<file path="config.mk">
export PLATFORM = sky130hd
export DESIGN_NAME = ram_arbiter
export DESIGN_NICKNAME = d
export VERILOG_FILES = /design/src/rtl/ram_arbiter_pkg.sv /design/src/rtl/ram_arbiter_rr_lock_sel.sv /design/src/rtl/ram_arbiter.sv
export SDC_FILE = /design/constraint.sdc
export NUM_CORES = 1
export LEC_CHECK = 0
export CAP_MARGIN = 20
export CORE_ASPECT_RATIO = 1.2
export CORE_MARGIN = 5
export CORE_UTILIZATION = 40
export CTS_CLUSTER_SIZE = 20
export DETAILED_ROUTE_END_ITERATION = 8
export DONT_BUFFER_PORTS = 1
export SYNTH_ARGS = -nofsm -noshare
export SYNTH_HDL_FRONTEND = slang
export SYNTH_SLANG_ARGS = --single-unit
</file>
<file path="constraint.sdc">
create_clock -name clk -period 3.9 [get_ports clk]
set_input_delay 0.78 -clock clk [delete_from_list [all_inputs] [get_ports clk]]
set_output_delay 0.78 -clock clk [all_outputs]
set_load 0.005 [all_outputs]
</file>
<file path="src/rtl/ram_arbiter_pkg.sv">
// Shared definitions for the two-port RAM arbiter.
//   ADDR_W_DEF / DATA_W_DEF : default RAM geometry (256 x 16)
//   port_e                  : requester identity, PORT_NONE = no owner
package ram_arbiter_pkg;
   localparam int ADDR_W_DEF = 8;
   localparam int DATA_W_DEF = 16;

   typedef enum logic [1:0] {
      PORT_CPU  = 2'd0,
      PORT_DMA  = 2'd1,
      PORT_NONE = 2'd2
   } port_e;
endpackage

</file>
<file path="src/rtl/ram_arbiter_rr_lock_sel.sv">
// Round-robin grant selector with a bounded lock.
//   clk, rst_n      : clock, async active-low reset
//   hold            : suppress all grants, freeze arbitration state
//   req0/1, lock0/1 : request and keep-grant request per port
//   gnt0/1          : combinational one-hot grant
// State: prio_q (favoured port on a tie), owner_q/cnt_q (current lock holder
// and number of consecutive locked grants, saturating at MAX_LOCK).
module ram_arbiter_rr_lock_sel
   import ram_arbiter_pkg::*;
#(
   parameter int MAX_LOCK = 4
) (
   input  logic clk,
   input  logic rst_n,
   input  logic hold,
   input  logic req0,
   input  logic req1,
   input  logic lock0,
   input  logic lock1,
   output logic gnt0,
   output logic gnt1
);
   localparam int CNT_W = $clog2(MAX_LOCK + 1);
   localparam logic [CNT_W-1:0] MAX_CNT = CNT_W'(MAX_LOCK);

   port_e            prio_q, prio_d;
   port_e            owner_q, owner_d;
   logic [CNT_W-1:0] cnt_q, cnt_d;
   port_e            sel;
   port_e            gport;
   logic             glock;

   // Grant: a lone requester always wins; on a tie the lock owner wins until
   // its budget is spent, after which prio decides.
   always_comb begin
      gnt0 = 1'b0;
      gnt1 = 1'b0;
      sel  = prio_q;
      if (owner_q != PORT_NONE && cnt_q < MAX_CNT)
         sel = owner_q;
      if (rst_n && !hold) begin
         if (req0 && !req1)
            gnt0 = 1'b1;
         else if (req1 && !req0)
            gnt1 = 1'b1;
         else if (req0 && req1) begin
            gnt0 = (sel == PORT_CPU);
            gnt1 = (sel == PORT_DMA);
         end
      end
   end

   always_comb begin
      prio_d  = prio_q;
      owner_d = owner_q;
      cnt_d   = cnt_q;
      gport   = gnt0 ? PORT_CPU : PORT_DMA;
      glock   = gnt0 ? lock0 : lock1;
      if (gnt0)
         prio_d = PORT_DMA;
      else if (gnt1)
         prio_d = PORT_CPU;
      // hold freezes the lock state so a burst resumes where it stopped
      if (!hold) begin
         if (gnt0 || gnt1) begin
            if (!glock) begin
               owner_d = PORT_NONE;
               cnt_d   = '0;
            end else if (owner_q == gport) begin
               if (cnt_q != MAX_CNT)
                  cnt_d = cnt_q + 1'b1;
            end else begin
               owner_d = gport;
               cnt_d   = CNT_W'(1);
            end
         end else begin
            // nobody requested, so the owner has dropped its request
            owner_d = PORT_NONE;
            cnt_d   = '0;
         end
      end
   end

   always_ff @(posedge clk or negedge rst_n) begin
      if (!rst_n) begin
         prio_q  <= PORT_CPU;
         owner_q <= PORT_NONE;
         cnt_q   <= '0;
      end else begin
         prio_q  <= prio_d;
         owner_q <= owner_d;
         cnt_q   <= cnt_d;
      end
   end
endmodule

</file>
<file path="src/rtl/ram_arbiter.sv">
// Two-port arbiter in front of a 256x16 synchronous-read RAM.
//   clk, rst_n             : clock, async active-low reset
//   hold                   : block all grants
//   req/we/lock/addr/wdata : per-port access request (port 0 CPU, port 1 DMA)
//   gnt0/1, busy           : same-cycle grant, busy = any grant
//   rvalid0/1, rdata       : read return one cycle after a granted read
//   ram_*                  : RAM pins; ram_r_data has 1-cycle latency
module ram_arbiter
   import ram_arbiter_pkg::*;
#(
   parameter int ADDR_W   = ADDR_W_DEF,
   parameter int DATA_W   = DATA_W_DEF,
   parameter int MAX_LOCK = 4
) (
   input  logic              clk,
   input  logic              rst_n,
   input  logic              hold,
   input  logic              req0,
   input  logic              req1,
   input  logic              we0,
   input  logic              we1,
   input  logic              lock0,
   input  logic              lock1,
   input  logic [ADDR_W-1:0] addr0,
   input  logic [ADDR_W-1:0] addr1,
   input  logic [DATA_W-1:0] wdata0,
   input  logic [DATA_W-1:0] wdata1,
   output logic              gnt0,
   output logic              gnt1,
   output logic              rvalid0,
   output logic              rvalid1,
   output logic [DATA_W-1:0] rdata,
   output logic              busy,
   output logic              ram_w_en,
   output logic [ADDR_W-1:0] ram_r_addr,
   output logic [ADDR_W-1:0] ram_w_addr,
   output logic [DATA_W-1:0] ram_w_data,
   input  logic [DATA_W-1:0] ram_r_data
);
   logic rvalid0_q, rvalid0_d;
   logic rvalid1_q, rvalid1_d;

   ram_arbiter_rr_lock_sel #(.MAX_LOCK(MAX_LOCK)) u_sel (
      .clk   (clk),
      .rst_n (rst_n),
      .hold  (hold),
      .req0  (req0),
      .req1  (req1),
      .lock0 (lock0),
      .lock1 (lock1),
      .gnt0  (gnt0),
      .gnt1  (gnt1)
   );

   // Port 0 is the default mux leg, so with no grant the RAM sees port 0's
   // inputs with the write enable forced low.
   always_comb begin
      busy       = gnt0 | gnt1;
      ram_r_addr = gnt1 ? addr1 : addr0;
      ram_w_addr = ram_r_addr;
      ram_w_data = gnt1 ? wdata1 : wdata0;
      ram_w_en   = (gnt0 & we0) | (gnt1 & we1);
      rvalid0_d  = gnt0 & ~we0;
      rvalid1_d  = gnt1 & ~we1;
   end

   always_ff @(posedge clk or negedge rst_n) begin
      if (!rst_n) begin
         rvalid0_q <= 1'b0;
         rvalid1_q <= 1'b0;
      end else begin
         rvalid0_q <= rvalid0_d;
         rvalid1_q <= rvalid1_d;
      end
   end

   assign rvalid0 = rvalid0_q;
   assign rvalid1 = rvalid1_q;
   assign rdata   = ram_r_data;
endmodule

</file>
==> ci_impl_report.md, run 1 <==
### Flow metrics

| Metric | Value |
|---|---|
| Core area | about 2500 um2 |
| Max Slew Vio Count | 0 |
| Post-synth top flop | dfrtp_1 |
| Adder-cell area share of the yosys netlist | about 2.4% |
| Row count | 20 |
| Kind of cell adding the most delay to the critical path | flip-flops |
| FFs w/ async S/R, synth | 100% |
| Fraction of layout cells with a size suffix above 1 | 40.0% |
| Post-DP HPWL | 2.19 mm |
| Final worst slack | 1.10 ns |
| Chip area | 3720 um2 |
| Vias per cell | 6.08 |
| CP startpoint | u_sel.cnt_q[2] |
| Synth warn | 0 |
| Die Width | 56.5 um |
| Met2 WL | 1.28 mm |
| Sequential cell area fraction in the yosys report | 19.4% |
| Finished Layout Cells | between 100 and 150 |
| Area of the mapped netlist | just over 1000 um2 |
| Inverters, non-clock | 6 |
| CTS hold repair buffers | 0 |
| Met1 Wirelength | around 840 um |
| Vias in the first global route | roughly 800 |
| Post-route minimum period | around 2.8 ns |
| Worst reg-to-reg path cell count | 5 |
| Pwr/cell area | about 250 nW/um2 |
| Most flops, register | u_sel.cnt_q |
| Synth cell count leaders | buf_4 (24), mux2_2 (24), dfrtp_1 (7), nand2_1 (7) |
| Seq area share | 22.4% |
| # fillers | 250 |
| Internal power | between 150 and 200 uW |
| Seq. pwr | 97.9 uW |
| Seq cells post-synth | 8 |
| Largest net degree at the start of global routing | 30 |
| Critical Path End | ram_w_addr[7] |
| Net Switching | 67.8 uW |
| Startpoint Class | register |
| Setup crit end kind | output port |
| CP max-delay cell | dfrtp_1 |
| Top pwr grp | registers |
| Max-slew headroom | between 60% and 70% |
| CTS Buffer Depth | 2 |
| P&R area growth vs syn | -13.3% |
| Peak VDD IR | 0.152 mV |
| Post-synth EDFFs | 0 |
| Crit path depth | 5 |
| Initial antenna violation count | 0 |
| Dominant logic cell type in the layout | mux2_2 |
| Max FFs per register | 3 |
| Fin crit share | 71.8% |
| Placed Area | about 870 um2 |
| CTS buffer count | 3 |
| CP bufs+invs | 1 |
| Switching part of the total | 29.7% |
| Initial Util | between 40 and 50% |
| Max Fclk | 357 MHz |
| Crit Path Max Fanout | 29 |
| Area leader, netlist | mux2_2 |
| Root buffer cell | clkbuf_4 |
| Final setup violation count | 0 |
| DP Worst Slack | about 1.3 ns |
| Signal buffers | 1 |
| Clock network share of area | 2.92% |
| Multi-input logic cell count | 66 |
| Met2 Usage GRT | 22.1% |
| Top cells, area | mux2_2 (26%), buf_4 (17%), dfrtp_1 (17%), a21oi_1 (2.9%), a311oi_4 (2.5%) |
| Routability cong. | 0.786 |
| All-Layer GR Usage | 13.7% |
| Run status | complete, no violations |
| Critical Path, Cell by Cell | nand2b_1 > o21ai_0 > o211a_1 > buf_4 > mux2_2 |
| Combinational fraction of design power | 27.8% |
| Dominant comb cell | multiplexers |
| GR Overflow Total | 0 |
| Worst-Margin Slew | around 0.6 ns |
| Clock latency on the worst-skew pair | 0.25 ns |
| Synth cell types | 32 |
| Diode count | 0 |
| Worst reg2reg endpoint | u_sel.cnt_q[2] |
| Clk pwr | 66.8 uW |
| Pleak | 0.379 nW |
| Fin area | 900 um2 |
| Number of antenna-violating nets in the routed design | 0 |
| Top sig layer | met4 |
| RSZ-0062 raised after global routing | no |
| Num ports | 127 |
| Syn Area/Cell | 9.60 um2 |
| Fin util | approximately 36% |
| Clock share of power | 29.3% |
| # Cells Yosys | 108 |
| Clock-pin slew on the worst setup and hold paths | 0.06 ns |
| Global Route met3 Usage | 8.20% |
==> run_1/layer_met1.png <==
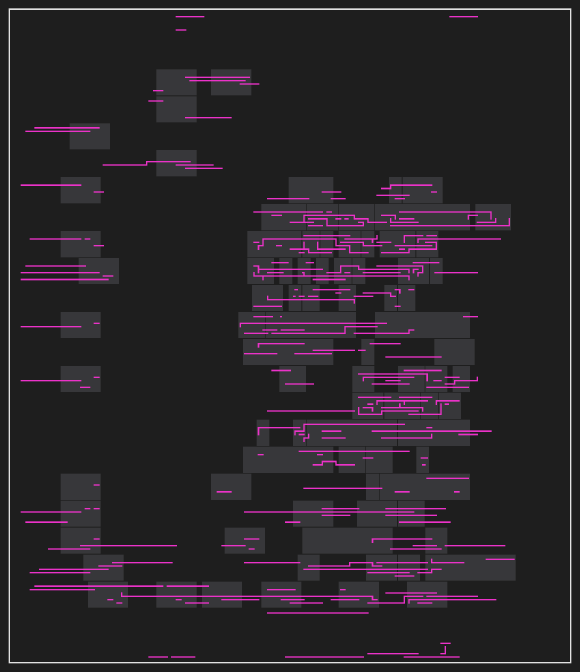
nets with wire on the layer	122
main direction	horizontal
wire length on this layer	840 um
longest straight run	25.3 um
share of all routed wire	33%
detailed-route wire length: 2.53 mm
M1 GR Usage: 13.3%
vias: 718

==> run_1/layer_met2.png <==
Scale bar: 20 um.
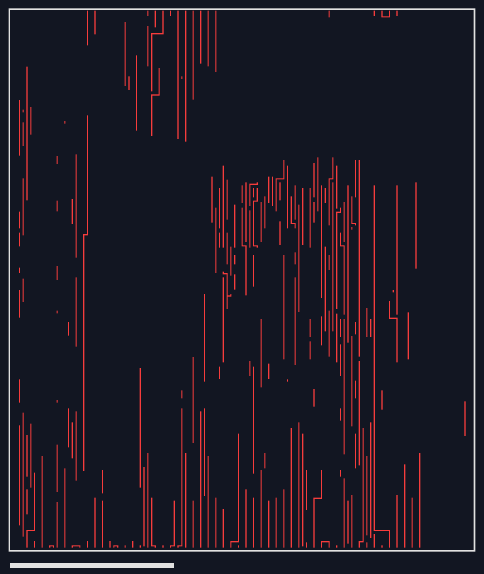
share of all routed wire	50%
wire length on this layer	1280 um

==> run_1/layer_met3.png <==
Scale bar: 20 um.
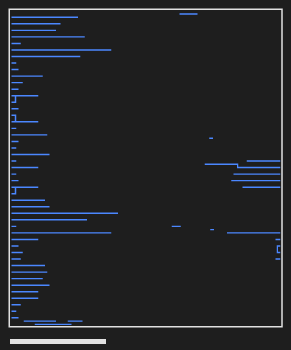
wire length on this layer	353 um
nets with wire on the layer	52
longest straight run	21.8 um
main direction	horizontal

==> run_1/metal_density.png <==
Scale bar: 20 um. 11 x 13 tiles, from dark purple (low) to yellow (high), scaled to the fullest tile. Values are wire area over tile area, all layers added.
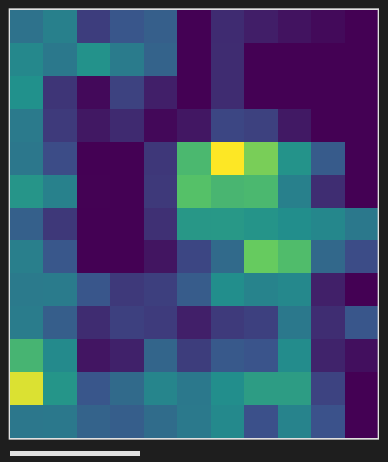

==> run 2: changes to the inputs <==
Clock period 3.9 ns to 2.4 ns, I/O delays scaled along.
==> run_2/metal_density.png <==
Scale bar: 20 um. 11 x 13 tiles, from dark purple (low) to yellow (high), scaled to the fullest tile. Values are wire area over tile area, all layers added.
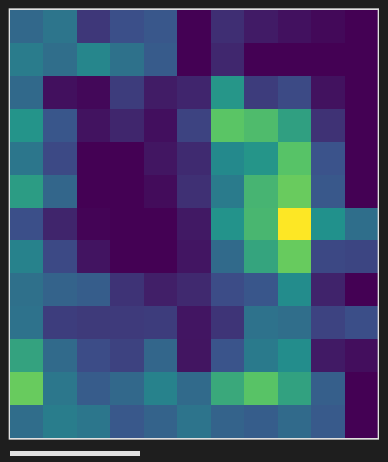
tiles over half the peak	15%
fullest tile	0.50
mean over tiles	0.13
densest ninth of the die	middle right

==> run 2 against run 1 <==
First-iteration DRC count shrank 36%; global-route usage is essentially flat; worst hold slack lost 0.16 ns; routed wire length grew 8.7%; worst setup slack lost 1.0 ns; total power grew 74%; register-to-register slack lost 1.5 ns; sequential share of layout area shrank 1.5 points; clock skew shrank 0.0053 ns; clock power grew 71%; via count grew 3.9%; largest cell class unchanged; highest routed layer unchanged.
==> ci_impl_report.md, run 2 <==
### Flow metrics

| Metric | Value |
|---|---|
| Net Switching | approximately 130 uW |
| Chip Area, Yosys | 1040 um2 |
| Synth warn | 0 |
| Largest net degree at the start of global routing | 30 |
| Peak VDD IR | 0.170 mV |
| FFs w/ async S/R, synth | 100% |
| CTS hold repair buffers | 1 |
| DP Worst Slack | 0.264 ns |
| Placed Area | 886 um2 |
| Row count | 20 |
| P_comb | 125 uW |
| Global Route met3 Usage | 8.40% |
| Die Width | 56.5 um |
| Clock network share of area | roughly 2.7% |
| Worst reg-to-reg path cell count | 5 |
| Area of the mapped netlist | 1040 um2 |
| Post-synth top flop | dfrtp_1 |
| Max Fclk | 429 MHz |
| Multi-input logic cell count | 66 |
| Top cells, area | mux2_2 (26%), buf_4 (17%), dfrtp_1 (17%), a21oi_1 (2.9%), a311oi_4 (2.5%) |
| Seq cells post-synth | 8 |
| Routability cong. | 0.747 |
| Root buffer cell | clkbuf_4 |
| Post-synth EDFFs | 0 |
| Signal buffers | 5 |
| Fin area | about 980 um2 |
| Critical Path, Cell by Cell | nand2b_1 > o21ai_1 > o211a_4 > buf_12 > mux2_2 |
| Pwr/cell area | 407 nW/um2 |
| Clock latency on the worst-skew pair | 0.25 ns |
| Initial antenna violation count | 0 |
| Num ports | 127 |
| Top sig layer | met4 |
| Worst reg2reg endpoint | u_sel.cnt_q[1] |
| Number of antenna-violating nets in the routed design | 0 |
| Startpoint Class | register |
| Max-slew headroom | 58.9% |
| Met2 Usage GRT | between 20% and 30% |
| Finished Layout Cells | 122 |
| Routed met3 length | 381 um |
| Initial Util | 41.5% |
| Overall Power | around 400 uW |
| GR Overflow Total | 0 |
| CP max-delay cell | dfrtp_2 |
| Fraction of layout cells with a size suffix above 1 | 46.1% |
| Clock share of power | 28.8% |
| Syn Area/Cell | 9.60 um2 |
| Final setup violation count | 0 |
| Comb area share | approximately 63% |
| Chip area | 3720 um2 |
| Diode count | 0 |
| Crit path depth | 5 |
| Clock-pin slew on the worst setup and hold paths | 0.06 ns |
| Fin crit share | 97.1% |
| Vias | between 700 and 800 |
| Worst-Margin Slew | a little over 0.6 ns |
| Kind of cell adding the most delay to the critical path | flip-flops |
| Seq area share | 20.9% |
| Setup TNS after final layout | 0 ns |
| Internal power | 272 uW |
| Run status | complete, no violations |
| Final worst slack | between 0.06 and 0.07 ns |
| Dominant logic cell type in the layout | mux2_2 |
| Core area | 2500 um2 |
| P&R area growth vs syn | -5.91% |
| All-Layer GR Usage | between 10 and 15% |
| Synth cell types | 32 |
| Setup crit end kind | output port |
| Post-DP HPWL | 2.18 mm |
| Adder-cell area share of the yosys netlist | 2.41% |
| Met2 WL | 1.38 mm |
| Sequential cell area fraction in the yosys report | 19.4% |
| Switching part of the total | around a third |
| Max Slew Vio Count | 0 |
| CTS buffer count | 3 |
| Post-route minimum period | approximately 2.3 ns |
| Critical Path End | ram_w_addr[7] |
| # Cells Yosys | about 110 |
| M1 GR Usage | between 10% and 20% |
| Vias per cell | 6.11 |
| Inverters, non-clock | 6 |
| Fin util | 39.0% |
| Vias in the first global route | ~800 |
| Synth cell count leaders | buf_4 (24), mux2_2 (24), dfrtp_1 (7), nand2_1 (7) |
| Detailed-route wire length | about 2.8 mm |
| Largest registers | u_sel.cnt_q (3), u_sel.owner_q (2) |
| CP startpoint | u_sel.cnt_q[2] |
| Crit Path Max Fanout | 16 |
| CTS Buffer Depth | 2 |
| Max FFs per register | 3 |
| Clk pwr | 114 uW |
| Most flops, register | u_sel.cnt_q |
| Top pwr grp | registers |
| Post_cts resized | 1 |
| # fillers | 251 |
| CP bufs+invs | 1 |
| Seq. pwr | about 160 uW |
| Met1 Wirelength | 928 um |
| Pleak | 0.400 nW |
==> run_2/layer_met3.png <==
Scale bar: 20 um.
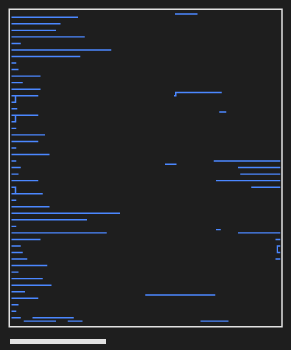
longest straight run	22.3 um
wire length on this layer	382 um
main direction	horizontal
share of all routed wire	14%

==> run_2/clocks.png <==
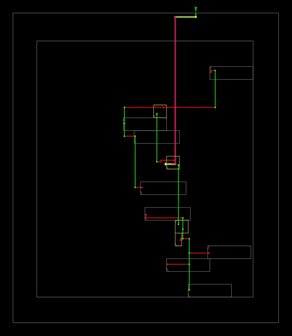

==> run 3: changes to the inputs <==
Settings changed: CAP_MARGIN 20 to unset.
Clock period 2.4 ns to 1.9 ns, I/O delays scaled along.
==> run_3/clocks.png <==
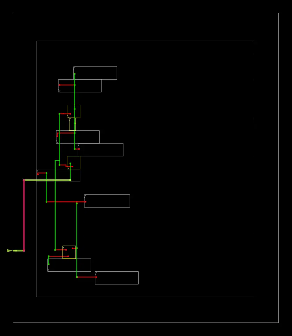
flip-flops: 8
Layout Skew: 0.00404 ns
clk pwr: 143 uW

==> run_3/layer_met1.png <==
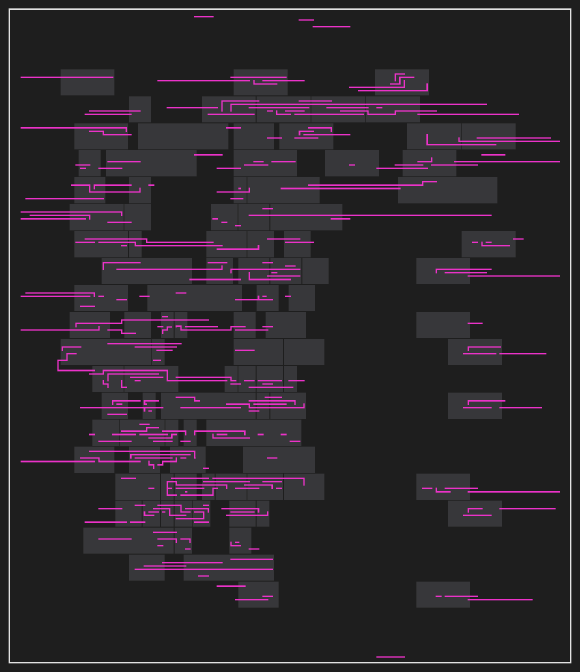
wire length on this layer	906 um
share of all routed wire	30%
longest straight run	25.8 um

==> run 3 against run 2 <==
The flow now finishes with violations (setup timing); sequential power up 25%; critical path depth up 1; highest routed layer unchanged; clock skew rose by 0.0037 ns.
==> ci_impl_report.md, run 3 <==
### Flow metrics

| Metric | Value |
|---|---|
| Critical Path, Cell by Cell | nand2b_1 > a21oi_2 > o211a_4 > buf_6 > buf_16 > mux2_4 |
| Run status | finished, violations left |
| Startpoint Class | register |
| CTS HTree Levels | 1 |
| Routability cong. | 0.760 |
| Internal power | 406 uW |
| Core area | 2500 um2 |
| Seq cells post-synth | 8 |
| Met2 Usage GRT | 28.0% |
| Number of antenna-violating nets in the routed design | 0 |
| Chip Area, Yosys | 1040 um2 |
| Comb area share | 59.3% |
| Synth cell count leaders | buf_4 (24), mux2_2 (24), dfrtp_1 (7), nand2_1 (7) |
| Vias in the first global route | 891 |
| Die Width | 56.5 um |
| CTS buffer count | 3 |
| Seq area share | ~17% |
| DR DRC count | 0 |
| Signal buffers | 17 |
| Met1 Wirelength | about 910 um |
| Crit path depth | 6 |
| Clock share of power | 24.8% |
| Peak VDD IR | ~0.35 mV |
| Crit Path Max Fanout | 5 |
| CTS hold repair buffers | 1 |
| Post-synth EDFFs | 0 |
| Switching part of the total | 29.5% |
| Critical Path End | ram_w_data[1] |
| Net Switching | 169 uW |
| Max Fclk | 460 MHz |
| Final worst slack | -0.274 ns |
| DRT iter0 DRCs | 15 |
| Met2 WL | roughly 1.6 mm |
| Syn Area/Cell | 9.60 um2 |
| Largest stage delay on the critical path | between 0.5 and 0.6 ns |
| Chip area | between 3000 and 4000 um2 |
| NonClk Buf Share | 16.4% |
| Initial Util | 41.5% |
| Clock network share of area | 2.18% |
| Area leader, netlist | mux2_2 |
| Vias per cell | 5.89 |
| Most instantiated logic cells after routing | mux2_4 (24), nand2_1 (7), buf_4 (7) |
| Setup crit end kind | output port |
| Max-area cell share | about a quarter |
| CP startpoint | u_sel.owner_q[1] |
| Combinational fraction of design power | roughly two fifths |
| Num ports | 127 |
| Placed Area | 996 um2 |
| Initial antenna violation count | 0 |
| Fin util | 48.1% |
| Synth warn | 0 |
| Pwr/cell area | 478 nW/um2 |
| Largest registers | u_sel.cnt_q (3), u_sel.owner_q (2) |
| Worst reg2reg endpoint | u_sel.cnt_q[1] |
| RSZ-0062 raised after global routing | yes |
| Multi-input logic cell count | around 66 |
| Most flops, register | u_sel.cnt_q |
| Max Slew Vio Count | 0 |
| Dominant logic cell type in the layout | mux2_4 |
| Dominant comb cell | multiplexers |
| Top sig layer | met4 |
| # Cells Yosys | between 100 and 150 |
| Worst-Margin Slew | between 0.5 and 0.6 ns |
| Failing checks | setup timing |
| Diode count | 0 |
| Fin area | roughly 1200 um2 |
| Kind of cell adding the most delay to the critical path | flip-flops |
| All-Layer GR Usage | 14.7% |
| Largest net degree at the start of global routing | 11 |
| Synth cell types | 32 |
| Sequential cell area fraction in the yosys report | around 19% |
| CTS Buffer Depth | 2 |
| Seq. pwr | ~200 uW |
| Clock-pin slew on the worst setup and hold paths | 0.06 ns |
| CP bufs+invs | 2 |
| P&R area growth vs syn | 16.0% |
| Max-slew headroom | about three fifths |
| Post_cts resized | 19 |
| DP Worst Slack | 0.00428 ns |
| Max FFs per register | 3 |
| Worst reg-to-reg path cell count | 8 |
| Finished Layout Cells | around 130 |
| Die Y | 65.8 um |
| Overall Power | 575 uW |
| Post-route minimum period | between 2 and 2.5 ns |
| Detailed-route wire length | 2.98 mm |
| P_comb | about 240 uW |
| Top pwr grp | combinational cells |
| Final setup violation count | 37 |
| GR Overflow Total | 0 |
| Global Route met3 Usage | under 10% |
| Fraction of layout cells with a size suffix above 1 | 54.5% |
| Vias | between 700 and 800 |
| Setup CP Type | register to output port |
| Post-DP HPWL | 2.39 mm |
| CP max-delay cell | dfstp_2 |
| Post-synth top flop | dfrtp_1 |
| WHS | 0.172 ns |
| Setup TNS after final layout | -7.76 ns |
| Pleak | ~0.56 nW |
| Adder-cell area share of the yosys netlist | 2.41% |
| Area of the mapped netlist | 1040 um2 |
| Fin crit share | 114% |
| # fillers | around 240 |
| Worst hold path stage count | 1 |
| FFs w/ async S/R, synth | 100% |
| M1 GR Usage | between 10% and 20% |
| Row count | 20 |
| Top cells, area | mux2_2 (26%), buf_4 (17%), dfrtp_1 (17%), a21oi_1 (2.9%), a311oi_4 (2.5%) |
| Clock latency on the worst-skew pair | 0.26 ns |
Power figures rest on the tool's default switching activity, not on a simulated workload.
